==> config.mk <==
export PLATFORM = sky130hd
export DESIGN_NAME = ulam_sweep_ctrl_flat
export DESIGN_NICKNAME = d
export VERILOG_FILES = /design/src/rtl/ulam_sweep_ctrl_if.sv /design/src/rtl/ulam_sweep_ctrl.sv /design/src/flat_wrapper.sv
export SDC_FILE = /design/constraint.sdc
export NUM_CORES = 1
export LEC_CHECK = 0
export ABC_CLOCK_PERIOD_IN_PS = 6600
export CORE_ASPECT_RATIO = 1.25
export CORE_MARGIN = 4
export CORE_UTILIZATION = 46
export CTS_BUF_LIST = sky130_fd_sc_hd__clkbuf_8
export CTS_CLUSTER_SIZE = 40
export DETAILED_ROUTE_END_ITERATION = 12
export GPL_TIMING_DRIVEN = 0
export PLACE_DENSITY = 0.81
export SYNTH_ARGS = -nofsm -noshare
export SYNTH_HDL_FRONTEND = slang
export SYNTH_SLANG_ARGS = --single-unit
export TNS_END_PERCENT = 100
==> constraint.sdc <==
create_clock -name clock -period 6.6 [get_ports clock]
set_input_delay 0.99 -clock clock [delete_from_list [all_inputs] [get_ports clock]]
set_output_delay 0.99 -clock clock [all_outputs]
set_load 0.01 [all_outputs]
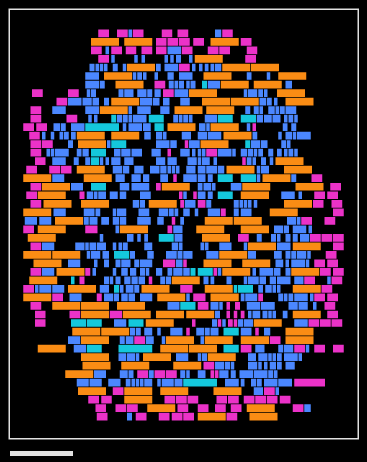
**Above:** run 1 (placement by cell class).
The bar under the picture is 20 um long.
Cyan is clock drivers and dummy loads, cells 32, share of their area 5.3%. Blue is combinational and other logic, cells 465, share of their area 39%. Orange is flops, cells 114, share of their area 37%. Magenta is other buffers and delay cells, cells 161, share of their area 19%.
Cell Rows: 46
core region area: 12800 sq um

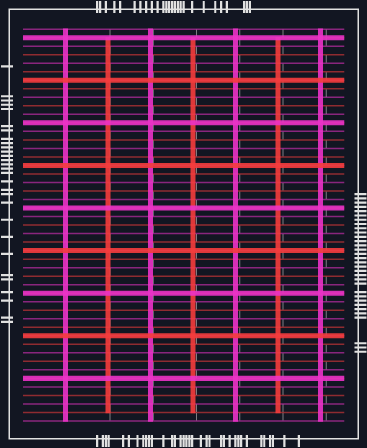
**Above:** run 1 (PDN straps and rails).
Pins as bars on the die edge. Tap cells in gray.
Red is VDD. Magenta is VSS.
122 signal pins sit on the boundary. The core has 46 rows.
die width: 111 um
die height: 137 um
Worst VDD drop: 0.275 mV

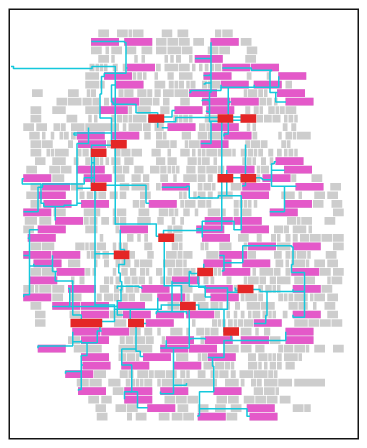
**Above:** run 1 (clock distribution).
Magenta is flip-flops, count 114. Red is clock drivers, count 17. Cyan is clock wires, length 1490 um.
Position of the flops: all over the die. There are 18 routed clock nets.
Skew-Pair Late Insertion Delay: 440 ps
Clock power frac: 20.4%

==> metrics.cfg, run 1 <==
[outcome]
status=completed

[clocking]
htree_levels=4
cts_resized=0
cts_made_buffers=17

[synth]
synthAdderAreaFrac_pct=7.60
synthCells=618
top_cell=dfrtp_1
netlist_area_sq_um=6090
synthTopCellsByCount=114 x dfrtp_1, 80 x nand2_1, 67 x o21ai_0
yosysWarningCount=0

[finish]
fillers=1069
diodes=0
seq_share_pct=35.8
final-comb-area_sq_um=2860
flops=114
biggestCellCategory=multi-input combinational cells
comb_share_pct=35.9
seq_area_sq_um=2850
fin_cells=940
clk_share_pct=5.20

[grt]
antenna_found_initial=0
gr-total-overflow=0
grt_max_degree=66

[sta]
layout_setup_ws_ps=3100
setup_tns_ps=0
rsz0062_at_grt=no
min_period_over_period_pct=53.0
relSlewSlack_pct=45.1
fin_crit_ps=3500
setup_viol_count_final=0

[critical_path]
r2r_cells=11
cp_slowest_cell=clkdlybuf4s50_1
worst-path-stages=10
critical_path_buf_inv_count=2

[floorplan]
nWellTaps=168
io-pin-count=122

[detailed_routing]
via_per_inst=5.79

[pwr]
p_leak_nw=3.50

[job]
tool_warnings=28

[place]
gp_congestion=0.929
port_buffers=121
dp_hpwl_um=13500

[hold_path]
hold_path.class=flip-flop to flip-flop

==> run 1: where the power goes <==
group | switching (mW) | leakage [nW] | internal [mW] | total, mW
combinational | 0.783 | 1.79 | 0.715 | 1.50
sequential | 0.207 | 1.48 | 0.959 | 1.17
clock | 0.285 | 0.221 | 0.398 | 0.683
total | 1.28 | 3.50 | 2.07 | 3.35
==> run 1: cells in the final DEF (no fill, tap or decap), types with 4 or more instances in the layout <==
| cell type | n |
|---|---|
| o211ai_1 | 4 |
| a31oi_1 | 5 |
| mux2_2 | 28 |
| nand4_1 | 16 |
| clkinv_2 | 5 |
| o311ai_0 | 6 |
| ha_1 | 37 |
| xnor2_1 | 16 |
| buf_2 | 9 |
| inv_1 | 50 |
| o22ai_1 | 4 |
| nand2_1 | 80 |
| nand3_1 | 13 |
| clkbuf_8 | 20 |
| clkdlybuf4s50_1 | 121 |
| nor2b_1 | 4 |
| nor2_1 | 13 |
| dfrtp_1 | 114 |
| clkbuf_1 | 21 |
| o21ai_0 | 67 |
| and3_1 | 5 |
| mux2i_1 | 10 |
| buf_6 | 5 |
| a21oi_1 | 20 |
| o41ai_1 | 16 |
| o31ai_1 | 17 |
| nor4_1 | 10 |
==> run 1: stage by stage <==
| stage | hold slack (ps) | instance area (sq um) | total power, mW |
|---|---|---|---|
| global placement | 467 | 7510 | 2.60 |
| floorplan | 451 | 6090 | 2.02 |
| global route | 528 | 7960 | 3.55 |
| finish | 488 | 7960 | 3.35 |
| detailed placement | 471 | 7540 | 2.66 |
| CTS | 487 | 7960 | 3.35 |
==> run 1: per-layer routing <==
layer  part of all wire, %  vias up  wire length (um)
met2                    51      234              9080
met5                     0        -                 0
met3                   5.9       57              1050
li1                      -     2507                 -
met4                   3.3        0               582
met1                    39     2645              6970
--- run 2 (diff from run 1) ---
Settings changed: ABC_CLOCK_PERIOD_IN_PS 6600 to 3500.
Clock period 6.6 ns to 3.5 ns, I/O delays scaled along.
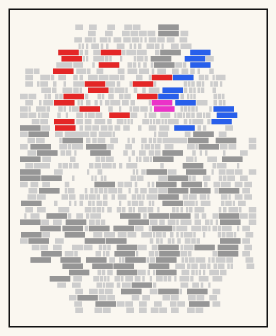
**Above:** run 2 (register map, names as in the netlist).
Other sequential cells in the stronger gray, the rest of the logic in the fainter gray.
Red is u_core.last_q, flops 16. Blue is u_core.wd_cnt, flops 11, where upper right. Magenta is u_core.state, flops 2.
final cell utilization of the core: 62.0%
Reg area: 2850 sq um
sequential power: 2.19 mW
sequential share of cell area: 35.9%

==> run 2 against run 1 <==
Effect of this change: global-route usage up 0.11 points; critical path depth up 1; die size unchanged; total power up 87%; worst hold slack better by 11 ps; critical endpoint is now u_core.best_steps[4]; largest power group unchanged.
==> metrics.cfg, run 2 <==
[outcome]
status=completed

[place]
dp_hpwl_um=13600
post-place-cells=909
place_area_sq_um=7560
port_buffers=121
gp_congestion=0.928

[critical_path]
cp_slowest_cell=a21oi_1
cp_top_family=AND-OR/OR-AND gates
worst-path-stages=11
crit_type=flip-flop to flip-flop
critical_path_buf_inv_count=4
start_kind=flip-flop
r2r_cells=11
path_max_fanout=10

[pwr]
p_leak_nw=3.47
finalPower_mw=6.25
vdd_drop_max_mv=0.466

[synth]
edf_count=0
netlist_area_sq_um=6090
yosysWarningCount=0
ff_type=dfrtp_1
synthTopCellsByCount=114 x dfrtp_1, 80 x nand2_1, 67 x o21ai_0
yosys_cells=618
synthCells=618
syn_nets=708
top_cell=dfrtp_1
synth_async_sr_flop_share_pct=100
ys_top_cells_by_area=dfrtp_1 47%, ha_1 7.6%, o21ai_0 5.5%

[floorplan]
rows=46
die_w_um=111
io-pin-count=122
chipArea_sq_um=15200
core_sq_um=12800
die_h_um=137

[finish]
diodes=0
final-comb-area_sq_um=2860
fin_cells=941
fillers=1045
num-nets-final=850
final_cell_mix=121 x clkdlybuf4s50_1, 114 x dfrtp_1, 80 x nand2_1, 67 x o21ai_0, 49 x inv_1
lay_top_count=clkdlybuf4s50_1

[sta]
hold_viol=0
fin_crit_ps=3170
whs_ps=499
relSlewSlack_pct=49.8
max_freq_mhz=315
slew_viol_final=0
setup_tns_ps=0
finClkSkew_ps=12.5
min_period_over_period_pct=90.7
rsz0062_at_grt=no
setup_viol_count_final=0
layout_setup_ws_ps=326

[clocking]
cts_made_buffers=17
cts_resized=0
insertion_delay_ps=440
path_clk_slew_ps=70
htree_levels=4

[detailed_routing]
drtPass1Iterations=6
totalWireLength_um=17700
ant_nets=0
via_per_inst=5.84

[hold_path]
hold_path.class=flip-flop to flip-flop
min_path_cells=1

[grt]
antenna_found_initial=0
grt_first_pass_wirelength_um=28200
grt_max_degree=46
gr-total-overflow=0
grt_pass1_vias=5680

[job]
drv_cap=0
tool_warnings=28

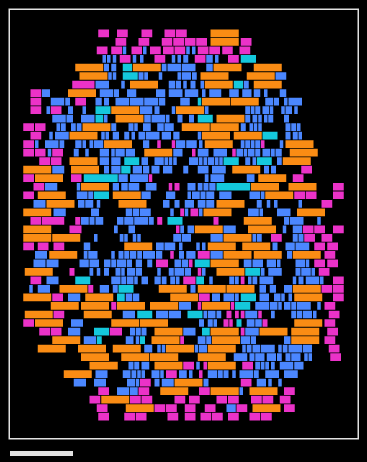
**Above:** run 2 (placement by cell class).
The bar under the picture is 20 um long.
Orange is flops, cells 114, share of their area 37%. Cyan is clock drivers and dummy loads, cells 32, share of their area 5.1%. Blue is combinational and other logic, cells 465, share of their area 39%. Magenta is other buffers and delay cells, cells 162, share of their area 19%.
fin area: 7960 sq um

## run 2: cell counts after synthesis
Identical to the previous run, type by type.
## run 2: final cells by class
cell class                      count  area share (%)
Multi-Input combinational cell    416            35.9
Sequential cell                   114            35.9
Timing Repair Buffer              123            15.7
Clock buffer                       19            3.29
Tap cell                          168            2.64
Buffer                             39            2.52
Inverter                           49            2.36
Clock inverter                     13            1.70
## run 2: cells by family (layout without fill, tap and decap cells)
| kind of cell | count (synthesis) | after routing | synth area share, % |
|---|---|---|---|
| buf+inv | 88 | 243 | 6.30 |
| compound gates | 162 | 162 | 17.1 |
| mux | 38 | 38 | 6.82 |
| simple gates | 159 | 159 | 12.4 |
| flops | 114 | 114 | 46.8 |
| xor+xnor | 20 | 20 | 3.00 |
| fa+ha+maj | 37 | 37 | 7.60 |
## run 2: metal layers
metal	global-route usage, %	wire length [um]	vias to the layer above
met4	9.51	498	0
met3	5.13	1060	49
li1	-	-	2523
met5	0	0	-
met2	42.6	9080	243
met1	27.2	7100	2678
## run 2: report_power, final
| part | internal, mW | total, mW | switching (mW) |
|---|---|---|---|
| Sequential | 1.81 | 2.19 | 0.385 |
| Combinational | 1.35 | 2.83 | 1.48 |
| Clock | 0.667 | 1.23 | 0.560 |
| Total | 3.82 | 6.25 | 2.43 |
Power figures rest on the tool's default switching activity, not on a simulated workload.
